**I/O nets highlighted**

(3 px per um)
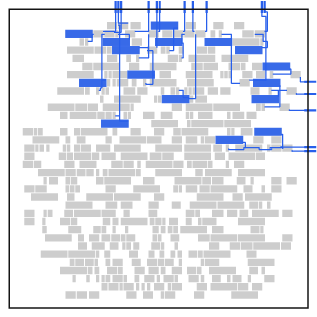
**Metal layers overlaid**

(4 px per um) Only two layers are drawn.
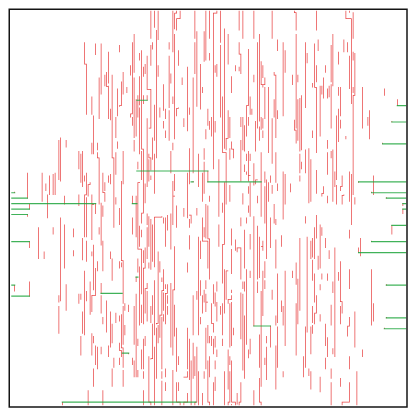
**Placement view**

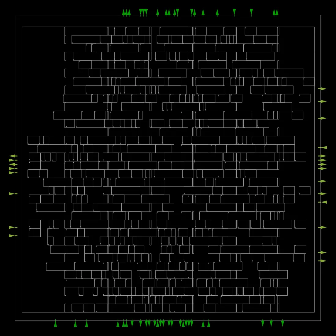
**I/O pins on the die edge**

(4 px per um) Pins as bars across the die edge, other pins in gray.
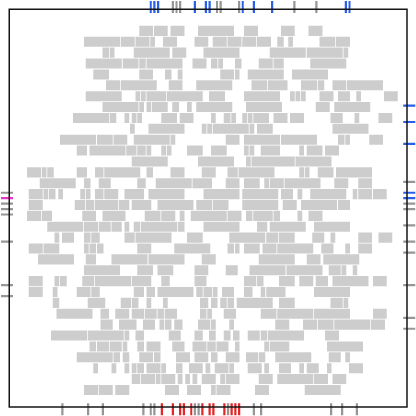
**Drive-strength map**

(4 px per um)
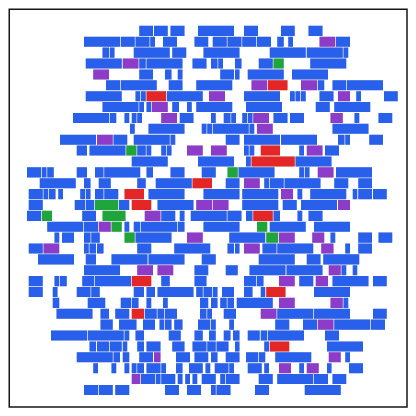
[config.mk]
export PLATFORM = sky130hd
export DESIGN_NAME = chip8_fetch
export DESIGN_NICKNAME = d
export VERILOG_FILES = /design/src/rtl/chip8_pkg.sv /design/src/rtl/chip8_fetch_fifo.sv /design/src/rtl/chip8_fetch.sv
export SDC_FILE = /design/constraint.sdc
export NUM_CORES = 1
export LEC_CHECK = 0
export CAP_MARGIN = 20
export CORE_MARGIN = 2
export CORE_UTILIZATION = 43
export CTS_CLUSTER_DIAMETER = 100
export CTS_CLUSTER_SIZE = 30
export DETAILED_ROUTE_END_ITERATION = 8
export PLACE_DENSITY = 0.67
export SYNTH_ARGS = -nofsm -noshare
export SYNTH_HDL_FRONTEND = slang
export SYNTH_SLANG_ARGS = --single-unit
[constraint.sdc]
create_clock -name clk -period 6.1 [get_ports clk]
set_clock_uncertainty 0.05 [all_clocks]
set_input_delay 1.83 -clock clk [delete_from_list [all_inputs] [get_ports clk]]
set_output_delay 1.83 -clock clk [all_outputs]
set_load 0.01 [all_outputs]
[src/rtl/chip8_pkg.sv]
// rtl/chip8_pkg.sv - shared types for the CHIP-8 instruction fetch stage
package chip8_pkg;

  localparam int ADDR_W_DEFAULT = 12;
  // Widest program address a queued entry can carry.
  localparam int PC_W = 16;

  typedef logic [15:0] instr_t;

  typedef struct packed {
    instr_t          instr;
    logic [PC_W-1:0] pc;
  } fetch_entry_t;

  typedef enum logic [1:0] {
    S_HI,
    S_LO,
    S_CAP,
    S_STALL
  } fetch_state_t;

endpackage

[src/rtl/chip8_fetch_fifo.sv]
// rtl/chip8_fetch_fifo.sv - two-entry prefetch queue; slot0 is always the head
module chip8_fetch_fifo
  import chip8_pkg::*;
(
  input  logic         clk,
  input  logic         rst,
  input  logic         push,
  input  logic         pop,
  input  logic         flush,
  input  fetch_entry_t din,
  output fetch_entry_t head,
  output logic         full,
  output logic         empty
);

  fetch_entry_t slot0;
  fetch_entry_t slot1;
  logic [1:0]   count;

  assign head  = slot0;
  assign full  = (count == 2'd2);
  assign empty = (count == 2'd0);

  always_ff @(posedge clk or posedge rst) begin
    if (rst) begin
      slot0 <= '0;
      slot1 <= '0;
      count <= '0;
    end else if (flush) begin
      count <= '0;
    end else begin
      case ({push, pop})
        2'b10: begin
          if (empty) slot0 <= din;
          else       slot1 <= din;
          count <= count + 2'd1;
        end
        2'b01: begin
          slot0 <= slot1;
          count <= count - 2'd1;
        end
        2'b11: begin
          // Occupancy is unchanged; a lone head is simply replaced.
          if (full) begin
            slot0 <= slot1;
            slot1 <= din;
          end else begin
            slot0 <= din;
          end
        end
        default: ;
      endcase
    end
  end

endmodule

[src/rtl/chip8_fetch.sv]
// rtl/chip8_fetch.sv - CHIP-8 fetch: byte ROM reads, 16-bit assembly, prefetch queue,
// jump redirect and skip-next handling
module chip8_fetch
  import chip8_pkg::*;
#(
  parameter int                ADDR_W   = ADDR_W_DEFAULT,
  parameter logic [ADDR_W-1:0] RESET_PC = '0
) (
  input  logic              clk,
  input  logic              rst,
  output logic              mem_req,
  output logic [ADDR_W-1:0] mem_addr,
  input  logic [7:0]        mem_rdata,
  input  logic              redirect_valid,
  input  logic [ADDR_W-1:0] redirect_pc,
  output logic              instr_valid,
  input  logic              instr_ready,
  output logic [15:0]       instr,
  output logic [ADDR_W-1:0] instr_pc,
  input  logic              skip_req
);

  fetch_state_t      state;
  fetch_state_t      state_nxt;
  logic [ADDR_W-1:0] fpc;
  logic [7:0]        hi_byte;
  logic              drop_pending;

  logic              fifo_full;
  logic              fifo_empty;
  logic              accept;
  logic              pop_drop;
  logic              push;
  logic              pop;
  fetch_entry_t      din;
  fetch_entry_t      head;

  assign accept   = instr_valid && instr_ready;
  assign pop_drop = drop_pending && !fifo_empty;
  assign pop      = accept || pop_drop;
  assign push     = (state == S_CAP) && !redirect_valid;
  assign din      = '{instr: {hi_byte, mem_rdata}, pc: PC_W'(fpc)};

  assign instr_valid = !fifo_empty && !drop_pending;
  assign instr       = head.instr;
  assign instr_pc    = ADDR_W'(head.pc);

  chip8_fetch_fifo u_fifo (
    .clk   (clk),
    .rst   (rst),
    .push  (push),
    .pop   (pop),
    .flush (redirect_valid),
    .din   (din),
    .head  (head),
    .full  (fifo_full),
    .empty (fifo_empty)
  );

  always_comb begin
    state_nxt = state;
    mem_req   = 1'b0;
    mem_addr  = '0;
    case (state)
      S_HI: begin
        mem_req   = 1'b1;
        mem_addr  = fpc;
        state_nxt = S_LO;
      end
      S_LO: begin
        mem_req   = 1'b1;
        mem_addr  = fpc + ADDR_W'(1);
        state_nxt = S_CAP;
      end
      S_CAP:   state_nxt = (fifo_empty || pop) ? S_HI : S_STALL;
      S_STALL: state_nxt = fifo_full ? S_STALL : S_HI;
      default: state_nxt = S_HI;
    endcase
    if (redirect_valid) state_nxt = S_HI;
    // The reset state is S_HI, but the ROM must stay idle until reset releases.
    if (rst) begin
      mem_req  = 1'b0;
      mem_addr = '0;
    end
  end

  always_ff @(posedge clk or posedge rst) begin
    if (rst) begin
      state        <= S_HI;
      fpc          <= RESET_PC;
      hi_byte      <= '0;
      drop_pending <= 1'b0;
    end else begin
      state <= state_nxt;
      if (redirect_valid)     fpc <= redirect_pc;
      else if (state == S_CAP) fpc <= fpc + ADDR_W'(2);
      if (state == S_LO) hi_byte <= mem_rdata;
      if (redirect_valid)          drop_pending <= 1'b0;
      else if (accept && skip_req) drop_pending <= 1'b1;
      else if (pop_drop)           drop_pending <= 1'b0;
    end
  end

endmodule

==> results_dict.tcl <==
# yosys + openroad results
set metrics [dict create \
    status "complete, no violations" \
    dp.cells 518 \
    comb-cell-share_pct 35.7 \
    syn_area_sq_um 3890 \
    yosysChipArea_sq_um 3890 \
    total_power_mw 1.68 \
    nNonClkBuffers 71 \
    dr_wl_met3_um 199 \
    reg2reg_to "u_fifo.head[25]" \
    grt_pass1_wl_um 13300 \
    yosysUniqueCellTypes 34 \
    fp_util_pct 44.3 \
    power_top_consumer "registers" \
    log.warning_count 26 \
    nNonClkInverters 3 \
    power_switching_mw 0.512 \
    root_buffer "clkbuf_8" \
    p_seq_share_pct 45.7 \
    min_period_ns 5.23 \
    setup_violations 0 \
    fin_ws_ns 0.868 \
    top_usage_layer "met2" \
    dpl_cell_area_sq_um 4580 \
    drive_above_1_share_pct 15.5 \
    cts_hold_buf 0 \
    comb_area_sq_um 1710 \
    timing.critical_path.mode_cell "clkdlybuf4s50_1" \
    wl_met1_um 3550 \
    fmax_mhz 191 \
    antenna_cells 0 \
    pin_count 67 \
    layout.nonclk_buf_share_pct 14.6 \
    routedWlPerCell_um 14.4 \
    p_clk_share_pct 23.6 \
    worstSkewPairLatency_ns 0.34 \
    cts_resized 0 \
    pg_seq_mw 0.768 \
    finalCritPeriodShare_pct 85.8 \
]
## Picture notes: 'I/O nets highlighted'
[instr] blue | direction: output | end cells: 16 | wire: 384 um

## Picture notes: 'metal layers overlaid'
[M2] red | wire length: 3,840 um
[M3] green | wire length: 199 um
WL final: 7700 um
vias: 2,760

## Picture notes: 'placement view'
total core area: 8760 sq um
sequential cell area share: 42.3%

## Picture notes: 'I/O pins on the die edge'
[instr] blue | pins: 16 | direction: output | edge: 11 top, 5 right
[skip_req] magenta | pins: 1 | direction: input | edge: left
[mem_addr] red | pins: 12 | direction: output | edge: bottom
all pins by edge: 26 bottom, 19 top, 14 right, 8 left

## Picture notes: 'drive-strength map'
[x3 and x4] green | cells: 10 | share: 2.3% | most used: buf_4
[x1 and smaller] blue | cells: 360 | share: 85% | most used: dfrtp_1
[x2] purple | cells: 44 | share: 10% | most used: mux2_2
[x6 and larger] red | cells: 12 | share: 2.8% | most used: clkbuf_8

